<file path="src/rtl/butterfly_issue_pkg.sv">
// Shared STFT definitions: butterfly issue FSM states, operation encodings
// and the default frame size.
package butterfly_issue_pkg;

    localparam int unsigned DEF_N_PAIRS = 256;

    localparam logic OP_ADD = 1'b0;
    localparam logic OP_SUB = 1'b1;

    typedef enum logic [1:0] {
        GET_A,
        GET_B,
        ISSUE_ADD,
        ISSUE_SUB
    } bf_state_t;

endpackage

</file>
<file path="src/rtl/butterfly_issue.sv">
// Collects complex sample pairs (A, B) and issues A+B then A-B to the
// complex FP add/sub stage, tracking the pair index within an STFT frame.
module butterfly_issue
    import butterfly_issue_pkg::*;
#(
    parameter int unsigned N_PAIRS = DEF_N_PAIRS,
    parameter int unsigned IDX_W   = 8
) (
    input  logic             clk,
    input  logic             rst,
    input  logic             s_valid,
    output logic             s_ready,
    input  logic [31:0]      s_re,
    input  logic [31:0]      s_im,
    input  logic             s_last,
    output logic             valid_in,
    output logic [31:0]      re_in1,
    output logic [31:0]      im_in1,
    output logic [31:0]      re_in2,
    output logic [31:0]      im_in2,
    output logic             op,
    output logic [IDX_W-1:0] pair_idx,
    output logic             frame_done,
    output logic             err_last
);

    localparam logic [IDX_W-1:0] LAST_IDX = IDX_W'(N_PAIRS - 1);

    bf_state_t   state;
    logic [31:0] a_re;
    logic [31:0] a_im;
    logic        last_pair;

    always_comb begin
        last_pair = (pair_idx == LAST_IDX);
    end

    // re_in2/im_in2 double as the B operand register; re_in1/im_in1 are
    // loaded from A together with B so all four change only at issue time.
    always_ff @(posedge clk) begin
        if (rst) begin
            state      <= GET_A;
            s_ready    <= 1'b1;
            valid_in   <= 1'b0;
            op         <= OP_ADD;
            pair_idx   <= '0;
            frame_done <= 1'b0;
            err_last   <= 1'b0;
            a_re       <= '0;
            a_im       <= '0;
            re_in1     <= '0;
            im_in1     <= '0;
            re_in2     <= '0;
            im_in2     <= '0;
        end else begin
            frame_done <= 1'b0;
            unique case (state)
                GET_A: begin
                    if (s_valid) begin
                        a_re  <= s_re;
                        a_im  <= s_im;
                        state <= GET_B;
                        if (s_last) begin
                            err_last <= 1'b1;
                        end
                    end
                end
                GET_B: begin
                    if (s_valid) begin
                        re_in1   <= a_re;
                        im_in1   <= a_im;
                        re_in2   <= s_re;
                        im_in2   <= s_im;
                        state    <= ISSUE_ADD;
                        s_ready  <= 1'b0;
                        valid_in <= 1'b1;
                        op       <= OP_ADD;
                        if (s_last != last_pair) begin
                            err_last <= 1'b1;
                        end
                    end
                end
                ISSUE_ADD: begin
                    state      <= ISSUE_SUB;
                    op         <= OP_SUB;
                    frame_done <= last_pair;
                end
                ISSUE_SUB: begin
                    state    <= GET_A;
                    s_ready  <= 1'b1;
                    valid_in <= 1'b0;
                    pair_idx <= last_pair ? '0 : pair_idx + IDX_W'(1);
                end
                default: begin
                    state <= GET_A;
                end
            endcase
        end
    end

endmodule

</file>
<file path="config.mk">
export PLATFORM = sky130hd
export DESIGN_NAME = butterfly_issue
export DESIGN_NICKNAME = d
export VERILOG_FILES = /design/src/rtl/butterfly_issue_pkg.sv /design/src/rtl/butterfly_issue.sv
export SDC_FILE = /design/constraint.sdc
export NUM_CORES = 1
export LEC_CHECK = 0
export CORE_UTILIZATION = 40
export CTS_CLUSTER_DIAMETER = 120
export DETAILED_ROUTE_END_ITERATION = 10
export PLACE_DENSITY = 0.69
export SYNTH_ARGS = -nofsm -noshare
export SYNTH_HDL_FRONTEND = slang
export SYNTH_SLANG_ARGS = --single-unit
export TNS_END_PERCENT = 5
</file>
<file path="constraint.sdc">
create_clock -name clk -period 2.6 [get_ports clk]
set_clock_uncertainty 0.15 [all_clocks]
set_input_delay 0.52 -clock clk [delete_from_list [all_inputs] [get_ports clk]]
set_output_delay 0.52 -clock clk [all_outputs]
set_load 0.03 [all_outputs]
</file>
I/O pins on the die edge:
Pins as bars across the die edge, other pins in grey.
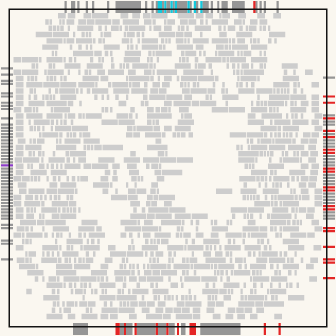
cyan -> pair_idx  # pins 8, direction output, edge north
purple -> valid_in  # pins 1, direction output, edge west
red -> im_in1  # pins 32, direction output, edge 19 east, 12 south, 1 north
all pins by edge = 61 south, 60 north, 46 west, 42 east
Die W: 137 µm
Port Buffers: 208
Die Span Y: 137 µm

Wires at chosen ports, followed through buffers:
Bar = 50 µm.
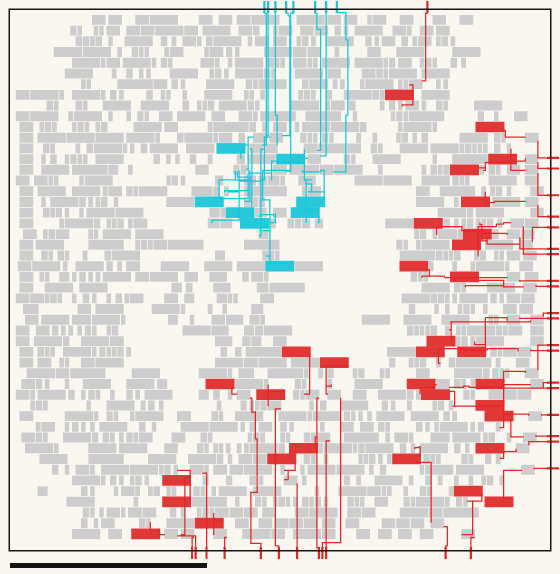
cyan -> pair_idx  # bits 8, direction output, end cells 8, wire 566 µm
red -> im_in1  # bits 32, direction output, end cells 32, wire 854 µm
Ports: 209

==> impl_metrics.ini <==
; flow metrics
[status]
status = finished clean

[synth]
fp_nets = 987
syn-cell-area_mm2 = 0.00731
ys_warn_count = 0
synth_cells = 913
postSynthAreaPerCell_um2 = 8.00
edf_count = 0
yosys_cells = 913
numSynthFlops = 207
synth_cell_types = 34
flop_cell = dfxtp_1
async_flop_share = 0
yosysSeqAreaShare = 0.567

[worst_hold_path]
hp-class = flip-flop to flip-flop

[clock_tree]
root_buffer = clkbuf_16
clkSinkCount = 207
h-tree-depth = 1
cts_hold_buf = 0
post-cts-setup-buffers = 0
cts_buffer_depth = 3
cts_made_buffers = 21
cts_tree = built
clk_latency_ns = 0.50

[layout]
comb_area_mm2 = 0.00286
flop_area_mm2 = 0.00414
final_cell_mix = nand2_1 (387), dfxtp_1 (207), clkdlybuf4s50_1 (207), a21oi_1 (197), clkbuf_16 (21)
n_antenna_cell = 0
drive_gt1_frac = 0.0532
syn2layout_area_growth_pct = 40.8
fin_nets = 1169
final_util = 0.575

[place]
hpwl_um = 12000
gp_congestion = 0.771

[global_route]
grt_pass1_vias = 5853
grt_max_degree = 87
grt_pass1_wl_um = 29000
antenna_found_initial = 0
overflow = 0
grt_usage = 0.192

[power_and_ir_drop]
p_leak_nw = 3.61
irDropWorstVdd_mv = 0.579

[setup_path]
startpoint_type = flip-flop
slowest_delay_ns = 0.78
crit_required_ns = 1.93
crit_type = flip-flop to primary output
crit_path_cell_trace = clkdlybuf4s50_1
critical-path-slowest-cell = clkdlybuf4s50_1
end_kind = primary output
cp_num_buf_inv = 1
path_max_fanout = 7

[routing]
drt_iter0_markers = 327
viasPerCell = 4.81
wl_um = 18300
drtPass1Iterations = 7
ant_nets = 0
wl_per_cell_um = 13.7

[sta]
report.final.hold_viol_count = 0
max_freq_mhz = 414
finalCritPeriodShare = 0.930
tightest_slew_ns = 0.689
rsz0062_at_grt = false
fin_crit_ns = 2.42
drv_slew = 0
setup_viol = 0
slew-limit-headroom = 0.541

[run]
maxCapViolCount = 0
warnings = 30

[floorplan]
fp-utilization = 0.408
chipArea_mm2 = 0.0188
num_rows = 49
==> flip-flops by register name, indices dropped and copies added, names as in the netlist <==
signal	count
a_im	32
op	1
frame_done	1
state	2
re_in2	32
err_last	1
s_ready	1
valid_in	1
im_in2	32
a_re	32
re_in1	32
pair_idx	8
im_in1	32
==> routing by layer <==
| layer | wire [µm] | track usage |
|---|---|---|
| met5 | 0 | 0 |
| met4 | 491 | 0.0739 |
| met3 | 1060 | 0.0370 |
| met2 | 8930 | 0.324 |
| met1 | 7870 | 0.241 |
==> area by class of cell <==
cell class                      count  area share
Clock buffer                       29      0.0579
Clock inverter                      7     0.00608
Inverter                            2    0.000730
Multi-Input combinational cell    639       0.278
Sequential cell                   207       0.403
Tap cell                          229      0.0279
Timing Repair Buffer              224       0.226
==> worst min-delay path, delay by kind of cell (launching register included) <==
kind / cells / cell delay, ns
compound gates: 1 / 0.05
simple gates: 1 / 0.05
flops: 1 / 0.31
==> synthesized netlist by cell type (all sizes together), types with 2 or more instances <==
master  instances  area share
buf            33       0.024
or3             2      0.0017
a21oi         197        0.13
dfxtp         207        0.57
clkbuf         32       0.018
a211oi          2      0.0021
and2            2      0.0017
xor2            3      0.0036
nand2b          2      0.0017
o21bai          2      0.0021
nand4           3      0.0046
ha              6       0.010
nand3           3      0.0021
o21ai           3      0.0021
nor2           10      0.0051
inv             2      0.0010
nand2         389        0.20
mux2i           2      0.0027
o21ba           2      0.0027
==> per-stage QoR <==
stage	worst slack [ns]	cell area (µm²)	instances
after global routing	0.141	10300	1337
after detailed placement	0.325	9630	1301
after global placement	0.376	9630	1301
after floorplan	0.933	7310	913
final	0.183	10300	1337
after CTS	0.165	10300	1337
==> kinds of logic (layout without fill, tap and decap cells) <==
logic type,after synthesis,after routing,share of synthesized area
simple gates,416,416,0.222
compound gates,212,212,0.152
flops,207,207,0.567
buf+inv,67,262,0.0430
fa+ha+maj,6,6,0.0103
xor+xnor,3,3,0.00360
mux,2,2,0.00274
==> power breakdown <==
group | internal (mW) | switching (mW) | total [mW]
sequential | 3.56 | 0.198 | 3.76
combinational | 0.901 | 1.49 | 2.39
clock | 1.70 | 1.20 | 2.90
total | 6.16 | 2.89 | 9.06
==> final timing paths <==
path / from / endpoint / slack, ns / cells past startpoint
max: pair_idx[2]$_SDFFE_PP0P_ / pair_idx[2] / 0.18 / 1
min: a_re[11]$_SDFFE_PP0P_ / re_in1[11]$_SDFFE_PP0P_ / 0.29 / 2
max reg2reg: state[1]$_SDFFE_PP0P_ / im_in2[12]$_SDFFE_PP0P_ / 0.74 / 6
min reg2reg: a_re[11]$_SDFFE_PP0P_ / re_in1[11]$_SDFFE_PP0P_ / 0.29 / 2
Power and IR drop assume default switching activity.
